### config.mk
export PLATFORM = sky130hd
export DESIGN_NAME = l1_trigger_scaler
export DESIGN_NICKNAME = d
export VERILOG_FILES = /design/src/rtl/l1_trig_pkg.sv /design/src/rtl/l1_trigger_scaler_beam.sv /design/src/rtl/l1_trigger_scaler.sv
export SDC_FILE = /design/constraint.sdc
export NUM_CORES = 1
export LEC_CHECK = 0
export CAP_MARGIN = 25
export CORE_AREA = 4 4 157 114
export CTS_CLUSTER_DIAMETER = 60
export DETAILED_ROUTE_END_ITERATION = 7
export DIE_AREA = 0 0 161 118
export PLACE_DENSITY = 0.77
export SETUP_SLACK_MARGIN = 0.5
export SKIP_CTS_REPAIR_TIMING = 1
export SLEW_MARGIN = 0
export SYNTH_ARGS = -nofsm -noshare
export SYNTH_HDL_FRONTEND = slang
export SYNTH_HIERARCHICAL = 1
export SYNTH_SLANG_ARGS = --single-unit
### constraint.sdc
create_clock -name aclk -period 4.4 [get_ports aclk]
set_input_delay 1.1 -clock aclk [delete_from_list [all_inputs] [get_ports aclk]]
set_output_delay 1.1 -clock aclk [all_outputs]
set_load 0.01 [all_outputs]
### src/rtl/l1_trig_pkg.sv
// Record layout and beam FSM encoding shared by the L1 trigger scaler.
// The scaler field sits below the drop count, so it may use at most DROP_LSB bits.
package l1_trig_pkg;

  localparam int unsigned REC_W        = 128;
  localparam int unsigned SEQ_LSB      = 112;
  localparam int unsigned SEQ_W        = 16;
  localparam int unsigned DROP_LSB     = 104;
  localparam int unsigned DROP_W       = 8;
  localparam int unsigned SCAL_FIELD_W = DROP_LSB;

  typedef enum logic {
    ST_IDLE = 1'b0,
    ST_HOLD = 1'b1
  } hold_state_e;

  function automatic bit scal_fits(input int unsigned nbeams, input int unsigned bits);
    return (nbeams * bits) <= SCAL_FIELD_W;
  endfunction

endpackage

### src/rtl/l1_trigger_scaler_beam.sv
// Per-beam trigger qualifier: IDLE/HOLD holdoff FSM with a registered pulse output.
// accept_o is combinational so the scaler can count an accept in the same cycle.
module l1_beam_holdoff
  import l1_trig_pkg::*;
#(
  parameter int unsigned HOLDOFF_BITS = 8
) (
  input  logic                    aclk,
  input  logic                    reset_i,
  input  logic                    trig_i,
  input  logic                    mask_i,
  input  logic [HOLDOFF_BITS-1:0] holdoff_i,
  output logic                    accept_o,
  output logic                    trig_o
);

  hold_state_e             state_q, state_d;
  logic [HOLDOFF_BITS-1:0] cnt_q, cnt_d;
  logic                    trig_q;

  always_ff @(posedge aclk or posedge reset_i) begin
    if (reset_i) begin
      state_q <= ST_IDLE;
      cnt_q   <= '0;
      trig_q  <= 1'b0;
    end else begin
      state_q <= state_d;
      cnt_q   <= cnt_d;
      trig_q  <= accept_o;
    end
  end

  always_comb begin
    state_d  = state_q;
    cnt_d    = cnt_q;
    accept_o = 1'b0;
    case (state_q)
      ST_IDLE: begin
        if (trig_i && !mask_i) begin
          accept_o = 1'b1;
          cnt_d    = holdoff_i;
          if (holdoff_i != '0) state_d = ST_HOLD;
        end
      end
      ST_HOLD: begin
        // Mask is deliberately not consulted here: the countdown always completes.
        cnt_d = cnt_q - 1'b1;
        if (cnt_q == HOLDOFF_BITS'(1)) state_d = ST_IDLE;
      end
    endcase
  end

  assign trig_o = trig_q;

endmodule

### src/rtl/l1_trigger_scaler.sv
// Qualifies per-beam L1 triggers, counts them over a fixed gate period and
// publishes one scaler record per period on a single-register AXI4-Stream master.
module l1_trigger_scaler
  import l1_trig_pkg::*;
#(
  parameter int unsigned NBEAMS        = 2,
  parameter int unsigned HOLDOFF_BITS  = 8,
  parameter int unsigned SCALER_BITS   = 16,
  parameter int unsigned PERIOD_CYCLES = 375000
) (
  input  logic                    aclk,
  input  logic                    reset_i,
  input  logic [NBEAMS-1:0]       trig_i,
  input  logic [NBEAMS-1:0]       mask_i,
  input  logic [HOLDOFF_BITS-1:0] holdoff_i,
  output logic [NBEAMS-1:0]       trig_o,
  output logic [REC_W-1:0]        scal_tdata,
  output logic                    scal_tvalid,
  input  logic                    scal_tready
);

  localparam bit                SCAL_OK  = scal_fits(NBEAMS, SCALER_BITS);
  localparam int unsigned       PER_W    = $clog2(PERIOD_CYCLES);
  localparam logic [PER_W-1:0]  PER_LAST = PER_W'(PERIOD_CYCLES - 1);

  if (!SCAL_OK) begin : g_cfg_err
    $error("l1_trigger_scaler: NBEAMS*SCALER_BITS exceeds the record scaler field");
  end

  logic [NBEAMS-1:0]                  accept;
  logic [PER_W-1:0]                   period_q, period_d;
  logic [NBEAMS-1:0][SCALER_BITS-1:0] scal_q, scal_d, scal_inc;
  logic [SEQ_W-1:0]                   seq_q, seq_d;
  logic [DROP_W-1:0]                  drop_q, drop_d;
  logic [REC_W-1:0]                   rec, data_q, data_d;
  logic                               valid_q, valid_d;
  logic                               tc, load;

  for (genvar b = 0; b < NBEAMS; b++) begin : g_beam
    l1_beam_holdoff #(.HOLDOFF_BITS(HOLDOFF_BITS)) u_beam (
      .aclk      (aclk),
      .reset_i   (reset_i),
      .trig_i    (trig_i[b]),
      .mask_i    (mask_i[b]),
      .holdoff_i (holdoff_i),
      .accept_o  (accept[b]),
      .trig_o    (trig_o[b])
    );
  end

  always_ff @(posedge aclk or posedge reset_i) begin
    if (reset_i) begin
      period_q <= '0;
      scal_q   <= '0;
      seq_q    <= '0;
      drop_q   <= '0;
      data_q   <= '0;
      valid_q  <= 1'b0;
    end else begin
      period_q <= period_d;
      scal_q   <= scal_d;
      seq_q    <= seq_d;
      drop_q   <= drop_d;
      data_q   <= data_d;
      valid_q  <= valid_d;
    end
  end

  always_comb begin
    scal_inc = '0;
    scal_d   = '0;
    rec      = '0;
    tc       = (period_q == PER_LAST);
    period_d = tc ? '0 : period_q + 1'b1;
    seq_d    = tc ? seq_q + 1'b1 : seq_q;
    rec[SEQ_LSB +: SEQ_W]   = seq_q;
    rec[DROP_LSB +: DROP_W] = drop_q;
    // The record takes the post-increment value so a TC-cycle accept is included.
    for (int b = 0; b < NBEAMS; b++) begin
      scal_inc[b] = (accept[b] && (scal_q[b] != '1)) ? scal_q[b] + 1'b1 : scal_q[b];
      scal_d[b]   = tc ? '0 : scal_inc[b];
      rec[b*SCALER_BITS +: SCALER_BITS] = scal_inc[b];
    end
    load    = tc && (!valid_q || scal_tready);
    data_d  = load ? rec : data_q;
    valid_d = load || (valid_q && !scal_tready);
    if (load)                         drop_d = '0;
    else if (tc && (drop_q != '1))    drop_d = drop_q + 1'b1;
    else                              drop_d = drop_q;
  end

  assign scal_tdata  = data_q;
  assign scal_tvalid = valid_q;

endmodule

### Metal 1, run 1

Supply wires on this layer in gray.
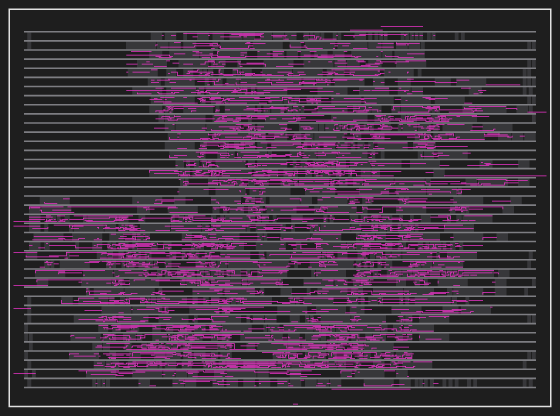
The layer carries 7,890 um of wire. 737 nets have wire on it.

### Where the registers sit, run 1

Other sequential cells in the stronger gray, the rest of the logic in the fainter gray.
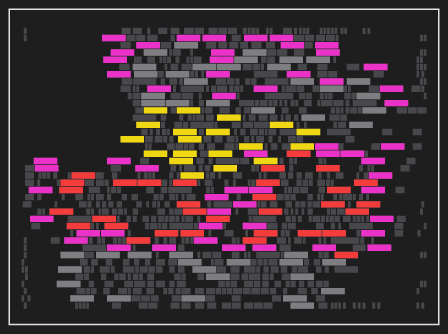
Key: magenta = scal_tdata [placed flops 56, where widely spread]; red = scal_q [placed flops 32]; yellow = period_q [placed flops 19, where center]
Another 45 sequential cells are not colored.

### Track usage over the die, run 1

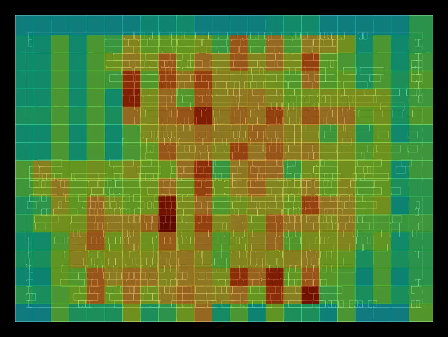
GRT Util Overall: 0.175
grt peak-use layer: met2
met3 Use GR: 0.0462

### Port wiring, run 1

Bar = 50 um.
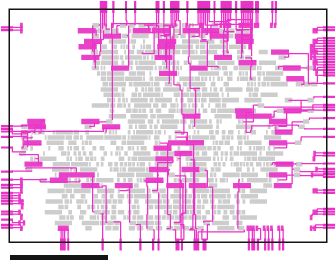
Key: magenta = scal_tdata [bits 128, direction output, end cells 128, buffers 56, wire 2,680 um]

==> GITHUB_STEP_SUMMARY, run 1 <==
### Flow metrics

| Metric | Value |
|---|---|
| Run status | `finished clean` |
| Setup repair after global routing missed its margin | `false` |
| Cell area leaders | `dfrtp_1 (49%), buf_4 (7.3%), mux2_2 (4.1%)` |
| Sequential fraction of the synthesis area | `0.492` |
| Leakage power | `between 3 and 4 nW` |
| Worst VDD drop | `0.214 mV` |
| Dominant flop cell | `dfrtp_1` |
| Nets@finish | `between 800 and 900` |
| Share of cells above drive strength 1 | `0.103` |
| Core Area | `0.0162 mm2` |
| Post-synth tally of flip-flops with integrated enable | `0` |
| Slowest stage cell, crit path | `clkdlybuf4s50_1` |
| Crit end category | `flop` |
| Worst path bufs/invs | `2` |
| Cell-internal power | `around 2.5 mW` |
| WL/cell | `around 15 um` |
| Sequential power | `around 1.6 mW` |
| Max FFs per register | `56` |
| Synth warn | `6` |
| MaxCap Viol Count | `0` |
| Mux area share | `0.0577` |
-- run 1: cell usage after synthesis (5+ instances only) --
library cell  instances
dfrtp_1             152
buf_4                75
nor2_1               71
nand2_1              49
o21ai_0              34
nand3_1              33
a21oi_1              29
mux2_2               28
xnor2_1              26
nand4_1              24
xor2_1               23
inv_1                17
mux2i_1              13
nor4_1               13
nor3_1               12
or3_1                10
a211oi_1              9
and4_1                9
ha_1                  9
o31ai_1               9
and3_1                8
nor2b_1               8
buf_2                 6
or4_1                 6
buf_6                 5
clkbuf_1              5
nand2b_1              5
-- run 1: stage by stage --
stage	area (um2)	hold slack (ps)	util	std cells	setup WS, ps
2_1_floorplan	7990	440	-	818	1560
3_3_place_gp	8380	461	0.517	1030	1210
3_5_place_dp	8380	473	0.517	1030	1220
4_1_cts	8950	481	0.552	1061	1650
5_1_grt	8950	501	0.552	1061	1380
6_report	8950	477	0.552	1061	1600
-- run 1: metal layers --
layer,track usage,routed length (um)
met1,0.251,7890
met2,0.260,7270
met3,0.0462,978
met4,0.0522,182
met5,0,0
-- run 1: layout make-up --
class	instances	area (um2)	share of cell area
Sequential cell	152	3800	0.425
Tap cell	225	282	0.0315
Multi-Input combinational cell	556	3430	0.384
Inverter	17	67.6	0.00755
Clock buffer	22	464	0.0519
Timing Repair Buffer	80	796	0.0890
Clock inverter	9	100	0.0112
-- run 1: final timing paths --
path,start,endpoint,slack (ps),cells after the start
min in group asynchronous,reset_i,g_beam[0].u_beam/state_q,1080,2
setup reg to reg,period_q[5],drop_q[2],1820,5
hold / removal,seq_q[15],seq_q[15],480,1
setup / recovery,trig_i[0],scal_tdata[11],1600,8
max in group asynchronous,reset_i,period_q[18],2290,3
hold reg to reg,seq_q[15],seq_q[15],480,1
==> run 1 -> run 2 <==
==> constraint.sdc (replaced) <==
create_clock -name aclk -period 2.57 [get_ports aclk]
set_input_delay 0.6425 -clock aclk [delete_from_list [all_inputs] [get_ports aclk]]
set_output_delay 0.6425 -clock aclk [all_outputs]
set_load 0.01 [all_outputs]
### Met2 routing, run 2

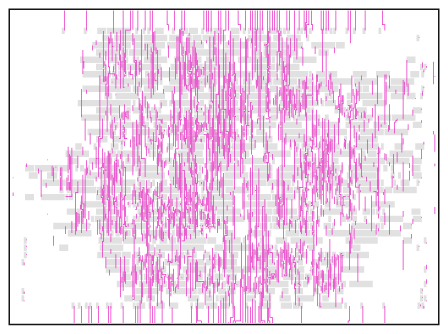
The layer holds 46% of the routed length. 770 nets have wire on it. The layer carries 8,460 um of wire.

### Track usage over the die, run 2

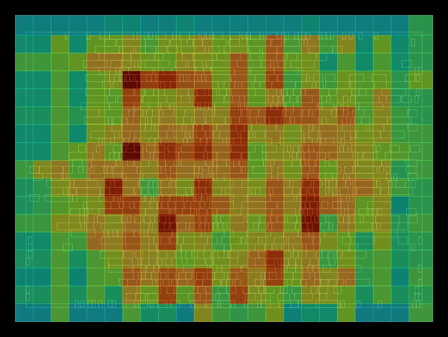
met3 Use GR: 0.0522
final core utilization: 0.595

### Where the registers sit, run 2

Other sequential cells in the stronger gray, the rest of the logic in the fainter gray.
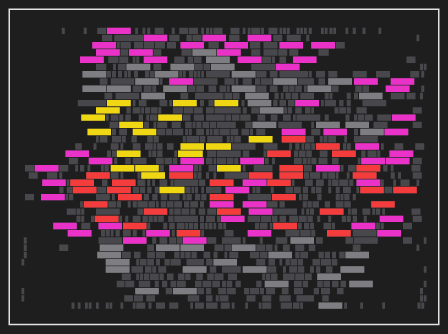
Key: magenta = scal_tdata [placed flops 56]; yellow = period_q [placed flops 19]; red = scal_q [placed flops 32, where a band across the middle]
Another 45 sequential cells are not colored.

==> GITHUB_STEP_SUMMARY, run 2 <==
### Flow metrics

| Metric | Value |
|---|---|
| Worst Hold Launch | `scal_tdata[16]` |
| Core Area | `between 0.015 and 0.02 mm2` |
| Gpl congestion | `0.848` |
| Share of cells above drive strength 1 | `0.176` |
| Max FFs per register | `56` |
| Signal buf overhead | `0.133` |
| Clk tree area frac | `0.0659` |
| Post-Place Cells | `~1,000` |
| Run status | `finished clean` |
| Post-synth tally of flip-flops with integrated enable | `0` |
| Non-Filler Instances | `approximately 1,100` |
| Buffers, non-clock | `~120` |
| Yosys top cell by instances | `dfrtp_1` |
| Worst path bufs/invs | `2` |
| GRT Util Overall | `0.181` |
| Inverter count | `17` |
| MaxCap Viol Count | `0` |
| P&R area growth vs syn | `24.9%` |
| Flops | `152` |
| Comb/total area | `0.370` |
| Sequential share of cell area | `0.395` |
| Cell area leaders | `dfrtp_1 (49%), buf_4 (7.3%), mux2_2 (4.1%)` |
| Combinational gate area | `between 0.003 and 0.004 mm2` |
| #MultiIn Comb | `approximately 560` |
| Cells after synthesis | `approximately 750` |
| Final count of hold timing violations | `0` |
| CLK BUF | `18` |
| Top cells by count | `dfrtp_1 (152), buf_4 (75), nor2_1 (71)` |
| WL/cell | `between 15 and 20 um` |
| Largest area class, layout | `sequential cells` |
| Final Slew Violations | `0` |
| Synth warn | `6` |
| Worst VDD drop | `roughly 0.35 mV` |
| Worst r2r src | `period_q[5]` |
| Setup repair after global routing missed its margin | `true` |
| Crit end category | `flop` |
| Sequential fraction of the synthesis area | `0.492` |
| Leakage power | `roughly 4.3 nW` |
| Flop area | `between 0.003 and 0.004 mm2` |
| Dominant flop cell | `dfrtp_1` |
| Slowest stage cell, crit path | `or4b_4` |
| Clock root buffer master | `clkbuf_16` |
| Nets@finish | `around 890` |
run 2: netlist changes by cell type in the layout (fill, tap and decap cells not counted), sizes merged, moves of 2 or more:
| cell | change |
|---|---|
| buf | +41 |
| clkdlybuf4s50 | -4 |
| dlymetal6s2s | +4 |
| inv | +2 |
| bufinv | +2 |
run 2: worst paths after layout:
check                                            end  slack (ps)  cells past startpoint
setup / recovery                     scal_tdata[114]         260                      6
hold / removal                        scal_tdata[16]         480                      2
setup reg to reg                     scal_tdata[114]         260                      6
hold reg to reg                       scal_tdata[16]         480                      2
max in group asynchronous                period_q[5]        1510                      3
min in group asynchronous  g_beam[0].u_beam/cnt_q[6]         620                      2
run 2: kinds of logic after synthesis:
logic type | synth area share
xor gates and xnor gates | 0.0556
AOI/OAI and AO/OA | 0.0773
buffers and inverters | 0.0983
DFF | 0.492
muxes | 0.0577
other | 0.000486
adders and majority gates | 0.0146
and+or+nand+nor | 0.204
run 2: metrics by stage:
step / power, mW / hold slack [ps] / util / area (um2) / setup WS [ps]
after CTS: 6.17 / 472 / 0.571 / 9250 / 246
after detailed placement: 3.49 / 460 / 0.531 / 8610 / 19.8
after floorplan: 3.37 / 440 / - / 8060 / 290
after global routing: 6.43 / 505 / 0.595 / 9640 / 201
after global placement: 3.46 / 462 / 0.531 / 8610 / 50.6
final: 6.14 / 477 / 0.595 / 9640 / 263
run 2: layer usage:
layer,track usage,up-vias,share of wire
li1,-,2757,-
met1,0.264,2892,0.46
met2,0.272,248,0.46
met3,0.0522,16,0.071
met4,0.0336,0,0.0079
met5,0,-,0
run 2: power breakdown:
group | leakage [nW] | internal, mW | switching, mW
logic | 1.97 | 0.305 | 0.382
clock network | 0.303 | 1.66 | 1.02
registers | 2.03 | 2.56 | 0.217
total | 4.31 | 4.52 | 1.62
==> run 2 -> run 3 <==
--- a/config.mk
+++ b/config.mk
@@ -13,6 +13,7 @@
 export PLACE_DENSITY = 0.77
 export SETUP_SLACK_MARGIN = 0.5
 export SKIP_CTS_REPAIR_TIMING = 1
+export SKIP_LAST_GASP = 1
 export SLEW_MARGIN = 0
 export SYNTH_ARGS = -nofsm -noshare
 export SYNTH_HDL_FRONTEND = slang
### Where the registers sit, run 3

Other sequential cells in the stronger gray, the rest of the logic in the fainter gray.
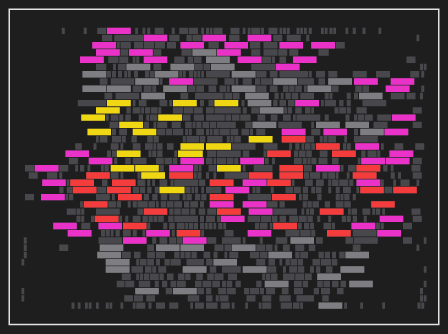
Key: magenta = scal_tdata [placed flops 56]; red = scal_q [placed flops 32, where a band across the middle]; yellow = period_q [placed flops 19]

### Met2 routing, run 3

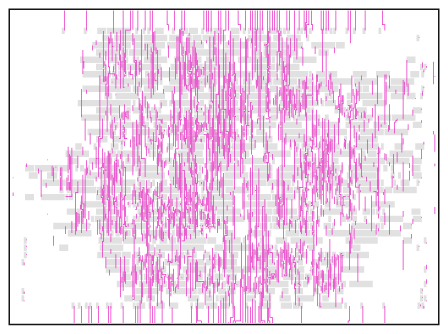
The layer carries 8,460 um of wire. The wires run mostly vertical. The layer holds 46% of the routed length. 770 nets have wire on it. The longest straight run is 46.6 um.

### Port wiring, run 3

Bar = 50 um.
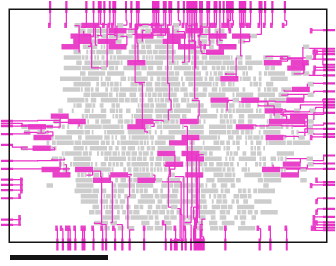
Key: magenta = scal_tdata [bits 128, direction output, end cells 128, buffers 56, wire 2,570 um]

==> GITHUB_STEP_SUMMARY, run 3 <==
### Flow metrics

| Metric | Value |
|---|---|
| Mux area share | `0.0577` |
| Run status | `finished clean` |
| Worst VDD drop | `~0.35 mV` |
| Cell-internal power | `around 4.5 mW` |
| Met1 Use GR | `0.264` |
| Synth warn | `6` |
| Dominant flop cell | `dfrtp_1` |
| Design Area, Final | `0.00964 mm2` |
| Yosys top cell by instances | `dfrtp_1` |
| Core Area | `~0.016 mm2` |
| Slowest stage cell, crit path | `or4b_4` |
| MaxCap Viol Count | `0` |
| R2r endpoint | `scal_tdata[114]` |
| Simple share | `0.204` |
| Cell area leaders | `dfrtp_1 (49%), buf_4 (7.3%), mux2_2 (4.1%)` |
| R2R depth | `6` |
| Post-synth tally of flip-flops with integrated enable | `0` |
| WL/cell | `around 17 um` |
| R2r setup slk | `about 260 ps` |
| Final count of hold timing violations | `0` |
| WP depth | `6` |
| Nets@finish | `894` |
| Origin of the worst setup path | `period_q[5]` |
| Gpl congestion | `0.848` |
[run 3: kinds of logic after synthesis]
logic type / after synthesis
DFF: 152
xor gates and xnor gates: 49
muxes: 41
AOI/OAI and AO/OA: 99
adders and majority gates: 9
buffers and inverters: 110
other: 1
and+or+nand+nor: 286
[run 3: power by group through the flow]
stage / Clock (mW) / Combinational (mW) / Sequential, mW
floorplan: 0 / 0.612 / 2.75
CTS: 2.72 / 0.686 / 2.77
detailed placement: 0 / 0.684 / 2.81
global route: 2.84 / 0.787 / 2.81
global placement: 0 / 0.655 / 2.80
finish: 2.68 / 0.687 / 2.78
[run 3: worst reg2reg max path: stages, from the launching register on]
cell and delay (ps):
dfrtp_2 430, or4b_4 510, or3_4 370, nor3_4 210
buf_12 160, clkbuf_16 160, mux2_2 340
[run 3: per-layer routing]
metal	wire length [um]	vias up
met2	8460	248
met4	146	0
met5	0	-
met3	1310	16
met1	8550	2892
li1	-	2757
[run 3: worst min path at each step]
stage,from,slack (ps),endpoint,cells past startpoint
floorplan,seq_q[15],440,seq_q[15],1
global placement,seq_q[15],460,seq_q[15],1
detailed placement,seq_q[15],460,seq_q[15],1
CTS,seq_q[15],470,seq_q[15],1
global route,scal_tdata[21],500,scal_tdata[21],2
finish,scal_tdata[16],480,scal_tdata[16],2
[run 3: area by class of cell]
type	count	area (um2)	share of cell area
tap	225	282	0.0292
clock inverter	14	196	0.0204
sequential	152	3810	0.395
clock buffer	18	439	0.0455
inverter	17	67.6	0.00701
multi-input combinational	558	3570	0.370
timing repair buffer	124	1280	0.133
Power is estimated from default activity; no workload was simulated.
